`src/rtl/ysyx_040750_ex_muldiv_pkg.sv`:
```
// Shared constants for the EX-stage multiply/divide unit: op one-hot bit
// positions, FSM state encoding and iteration counts.
package ysyx_040750_ex_muldiv_pkg;

  localparam int OP_MUL  = 0;
  localparam int OP_MULH = 1;
  localparam int OP_DIV  = 2;
  localparam int OP_REM  = 3;

  localparam int ITER_D = 64;
  localparam int ITER_W = 32;

  typedef enum logic [1:0] {
    S_IDLE = 2'd0,
    S_CALC = 2'd1,
    S_DONE = 2'd2
  } state_e;

  function automatic logic [63:0] cond_neg(input logic [63:0] v, input logic neg);
    return neg ? (~v + 64'd1) : v;
  endfunction

endpackage

```
`src/rtl/ysyx_040750_ex_muldiv.sv`:
```
// Iterative radix-2 multiply / restoring divide sharing one shift datapath.
// Result valid 65 edges after start (33 for word ops); held in DONE until I_allowout.
module ysyx_040750_ex_muldiv
  import ysyx_040750_ex_muldiv_pkg::*;
(
  input  logic        I_sys_clk,
  input  logic        I_rst_n,
  input  logic        I_start,
  input  logic [3:0]  I_op,
  input  logic [1:0]  I_sext,
  input  logic        I_word_op,
  input  logic [63:0] I_op1,
  input  logic [63:0] I_op2,
  input  logic        I_allowout,
  input  logic        I_flush,
  output logic [63:0] O_result,
  output logic        O_valid,
  output logic        O_busy
);

  state_e       state_q;
  logic [6:0]   cnt_q;
  logic [127:0] acc_q;
  logic [63:0]  sh_q;
  logic [63:0]  opb_q;
  logic [3:0]   op_q;
  logic         word_q;
  logic         is_mul_q;
  logic         neg_res_q;
  logic         neg1_q;
  logic         div0_q;
  logic [63:0]  result_q;
  logic         valid_q;

  // Operand preparation: word extension, then signed magnitudes.
  logic [63:0] op1_x, op2_x, a_mag, b_mag, sh_init, opb_init;
  logic        n1, n2, is_mul_in;

  always_comb begin
    op1_x     = I_word_op ? {{32{I_sext[0] & I_op1[31]}}, I_op1[31:0]} : I_op1;
    op2_x     = I_word_op ? {{32{I_sext[1] & I_op2[31]}}, I_op2[31:0]} : I_op2;
    n1        = I_sext[0] & op1_x[63];
    n2        = I_sext[1] & op2_x[63];
    a_mag     = cond_neg(op1_x, n1);
    b_mag     = cond_neg(op2_x, n2);
    is_mul_in = I_op[OP_MUL] | I_op[OP_MULH];
    sh_init   = is_mul_in ? b_mag : a_mag;
    if (I_word_op) sh_init = {sh_init[31:0], 32'd0};
    opb_init  = is_mul_in ? a_mag : b_mag;
  end

  // One iteration: MSB-first shift-add, or restoring shift-subtract.
  logic [127:0] acc_d;
  logic [63:0]  sh_d, diff;
  logic [64:0]  rem_sh;
  logic         ge;

  always_comb begin
    rem_sh = {acc_q[63:0], sh_q[63]};
    ge     = rem_sh >= {1'b0, opb_q};
    diff   = rem_sh[63:0] - opb_q;
    if (is_mul_q) begin
      acc_d = {acc_q[126:0], 1'b0} + (sh_q[63] ? {64'd0, opb_q} : 128'd0);
      sh_d  = {sh_q[62:0], 1'b0};
    end else begin
      acc_d = {64'd0, ge ? diff : rem_sh[63:0]};
      sh_d  = {sh_q[62:0], ge};
    end
  end

  // Final sign correction and result selection.
  logic [127:0] prod_s;
  logic [63:0]  quo, rem, raw, result_d;

  always_comb begin
    prod_s = neg_res_q ? (~acc_q + 128'd1) : acc_q;
    quo    = div0_q ? {64{1'b1}} : cond_neg(sh_q, neg_res_q);
    rem    = cond_neg(acc_q[63:0], neg1_q);
    raw    = prod_s[63:0];
    if (op_q[OP_MULH]) raw = word_q ? {32'd0, prod_s[63:32]} : prod_s[127:64];
    if (op_q[OP_DIV])  raw = quo;
    if (op_q[OP_REM])  raw = rem;
    result_d = word_q ? {{32{raw[31]}}, raw[31:0]} : raw;
  end

  logic [6:0] last_cnt;
  logic       accept;

  assign last_cnt = word_q ? 7'(ITER_W) : 7'(ITER_D);
  assign accept   = I_start & ((state_q == S_IDLE) | ((state_q == S_DONE) & I_allowout));

  always_ff @(posedge I_sys_clk or negedge I_rst_n) begin
    if (!I_rst_n) begin
      state_q   <= S_IDLE;
      cnt_q     <= '0;
      acc_q     <= '0;
      sh_q      <= '0;
      opb_q     <= '0;
      op_q      <= '0;
      word_q    <= 1'b0;
      is_mul_q  <= 1'b0;
      neg_res_q <= 1'b0;
      neg1_q    <= 1'b0;
      div0_q    <= 1'b0;
      result_q  <= '0;
      valid_q   <= 1'b0;
    end else if (I_flush) begin
      state_q <= S_IDLE;
      cnt_q   <= '0;
      valid_q <= 1'b0;
    end else begin
      case (state_q)
        S_CALC: begin
          if (cnt_q == last_cnt) begin
            result_q <= result_d;
            valid_q  <= 1'b1;
            state_q  <= S_DONE;
          end else begin
            acc_q <= acc_d;
            sh_q  <= sh_d;
            cnt_q <= cnt_q + 7'd1;
          end
        end
        S_DONE: begin
          if (I_allowout) begin
            valid_q <= 1'b0;
            state_q <= S_IDLE;
          end
        end
        default: state_q <= S_IDLE;
      endcase
      // A new request overrides the DONE->IDLE exit (back-to-back issue).
      if (accept) begin
        state_q   <= S_CALC;
        cnt_q     <= '0;
        valid_q   <= 1'b0;
        acc_q     <= '0;
        sh_q      <= sh_init;
        opb_q     <= opb_init;
        op_q      <= I_op;
        word_q    <= I_word_op;
        is_mul_q  <= is_mul_in;
        neg_res_q <= n1 ^ n2;
        neg1_q    <= n1;
        div0_q    <= (b_mag == 64'd0);
      end
    end
  end

  assign O_result = result_q;
  assign O_valid  = valid_q;
  assign O_busy   = (state_q != S_IDLE);

endmodule

```
`config.mk`:
```
export PLATFORM = sky130hd
export DESIGN_NAME = ysyx_040750_ex_muldiv
export DESIGN_NICKNAME = d
export VERILOG_FILES = /design/src/rtl/ysyx_040750_ex_muldiv_pkg.sv /design/src/rtl/ysyx_040750_ex_muldiv.sv
export SDC_FILE = /design/constraint.sdc
export NUM_CORES = 2
export LEC_CHECK = 0
export CAP_MARGIN = 10
export CORE_ASPECT_RATIO = 1.4
export CORE_MARGIN = 2
export CORE_UTILIZATION = 50
export DETAILED_ROUTE_END_ITERATION = 12
export PLACE_DENSITY = 0.69
export SETUP_SLACK_MARGIN = 0.4
export SLEW_MARGIN = 20
export SYNTH_ARGS = -nofsm -noshare
export SYNTH_HDL_FRONTEND = slang
export SYNTH_SLANG_ARGS = --single-unit
```
`constraint.sdc`:
```
create_clock -name I_sys_clk -period 6.74 [get_ports I_sys_clk]
set_clock_uncertainty 0.05 [all_clocks]
set_input_delay 0.674 -clock I_sys_clk [delete_from_list [all_inputs] [get_ports I_sys_clk]]
set_output_delay 0.674 -clock I_sys_clk [all_outputs]
set_load 0.1 [all_outputs]
```
==> Changelog: implementation <==
## Implementation

* Clock group share of total power at 14.5%
* Post-detailed-route DRC marker count at 0
* Total internal power at 0.00724 W
* Final routed wire length divided by cell count at 30.9 um
* Inserted tap cell count at 968
* Seq cells at 338
* Mapped Avg Cell Area at 7.22 um2
* Most common library cell in the layout ignoring fill and taps: nand2_1
* Resized cells post-CTS at 0
* Cell group occupying the most layout area: multi-input combinational cells
* Share of synthesized cell area in and-or and or-and compound cells at 29.9%
* CTS root buf: clkbuf_16
* Post-route insts no fill at 6119
* Combinational Power Share at 64.6%
* Most frequently placed logic cells in the final layout: nand2_1, nor2_1, o21ai_0, a21oi_1, dfrtp_1
* Proportion of cell area occupied by registers at 20.4%
* Max-cap violation count at 0
* Total die size at 77500 um2
* Worst hold path startpoint: O_result[3]
* Crit. End Element: register
* Sink count of the clock tree at 338
* Async set or reset register ratio after synthesis at 100%
* Area of the core at 74900 um2
* Number of signal-net buffers in the layout at 315
* Number of buffers on the longest clock path at 3
* Final weighted congestion of routability-driven global placement at 1.09
* Transition time at the pin with the least slew margin at 1250 ps
* Clock transition at the registers of the reported paths at 60 ps
* Proportion of power drawn by flip-flops and latches at 20.9%
* Cell breakdown of the critical path: inv_2 > nor2_1 > ha_1 > fa_1 > a211oi_1 > o21ai_0 > a31oi_1 > a2111o_1 > a31oi_1 > a211o_1 > and3_1 > o21ai_1 > buf_4 > o311a_1 > a221o_1
* Cell area after technology mapping at 37600 um2
* Count of fill cells added during filler insertion at 7291
* Outcome: complete, no violations
* Leak pwr at 16.8 nW
* TNS Setup at 0 ps
* Die Y at 329 um
* Setup repair after global routing missed its margin: false
* Number of standard-cell rows in the floorplan at 119
* Buffers added on ports at 205
* Total tool warning count at 44
* Clock tree from TritonCTS: yes
* Total net switching power at 0.00920 W
* Count of inverters not on the clock network in the layout at 168
* Count of instantiated cells in the yosys netlist at 5209
* DPL Wire Length at 142000 um
* Maximum number of pins on one net before global-route repair at 166
layer usage:
layer  vias to the layer above  share of wire [%]  global-route usage (%)
li1                      19000                  -                       -
met4                         6                 12                    46.0
met1                     20500                 35                    55.0
met5                         -              0.019                  0.0618
met3                       961                 11                    14.6
met2                      3165                 42                    70.0
worst max-delay path: cells and delay by family, from the launching register on:
kind	cells	cell delay [ps]
compound gates	9	2830
simple gates	2	780
flops	1	670
buf+inv	2	580
fa+ha+maj	2	470
cell usage after synthesis (23+ instances only):
cell	count
nand2b_1	42
o211ai_1	88
o21ai_0	435
and3_1	59
a211oi_1	65
nor4_1	85
nor2b_1	24
inv_1	168
o21a_1	31
o31ai_1	108
or2_2	26
nor2_1	500
xor2_1	216
nand2_1	530
o41ai_1	48
a31oi_1	70
o221ai_1	41
buf_1	31
xnor2_1	263
clkbuf_1	413
ha_1	134
nor3_1	127
mux2i_1	53
a21o_1	83
a21boi_0	23
or3_1	72
a221o_1	26
nand3_1	164
nand4_1	85
o21bai_1	33
dfrtp_1	338
a22oi_1	47
a221oi_1	67
or4_1	60
a21oi_1	363
stage by stage:
stage | worst slack [ps] | area [um2] | utilization (%) | hold slack (ps)
CTS | 1480 | 41500 | 55.4 | 433
finish | 1230 | 41600 | 55.5 | 430
detailed placement | 1480 | 40100 | 53.5 | 419
floorplan | 2160 | 37600 | - | 328
global placement | 1520 | 40100 | 53.5 | 410
global route | 1130 | 41600 | 55.5 | 456
registers in the layout (all words and copies together) (netlist names):
name and count:
O_result 64, sh_q 64, is_mul_q 1, acc_q 128, O_valid 1, opb_q 64, op_q 3, neg_res_q 1
div0_q 1, cnt_q 7, neg1_q 1, word_q 1, state_q 2
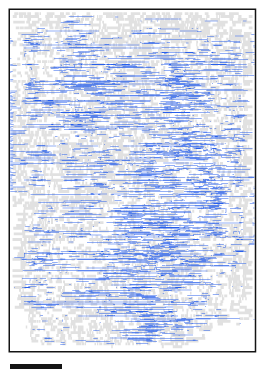
(metal 3)
The bar under the picture is 50 um long.
main direction: horizontal
wire length on this layer: 21.7 mm
longest straight run: 117 um
met3 demand-to-capacity share in global routing: 14.6%
number of vias after detailed routing: 43600

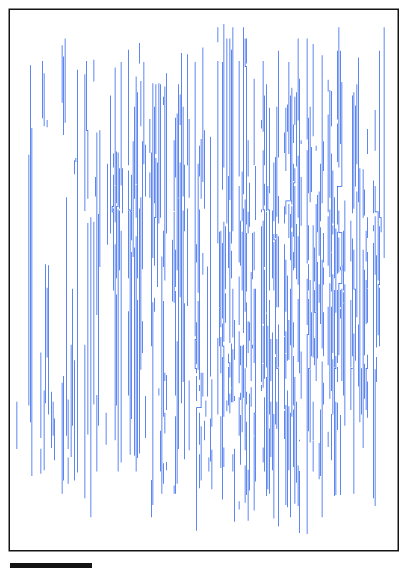
(metal 4)
The bar under the picture is 50 um long.
longest straight run: 245 um
wire length on this layer: 22.5 mm
share of all routed wire: 12%
nets with wire on the layer: 338
wirelength, routed: 189000 um

No activity file was given, so power comes from the tool's default toggle rates.
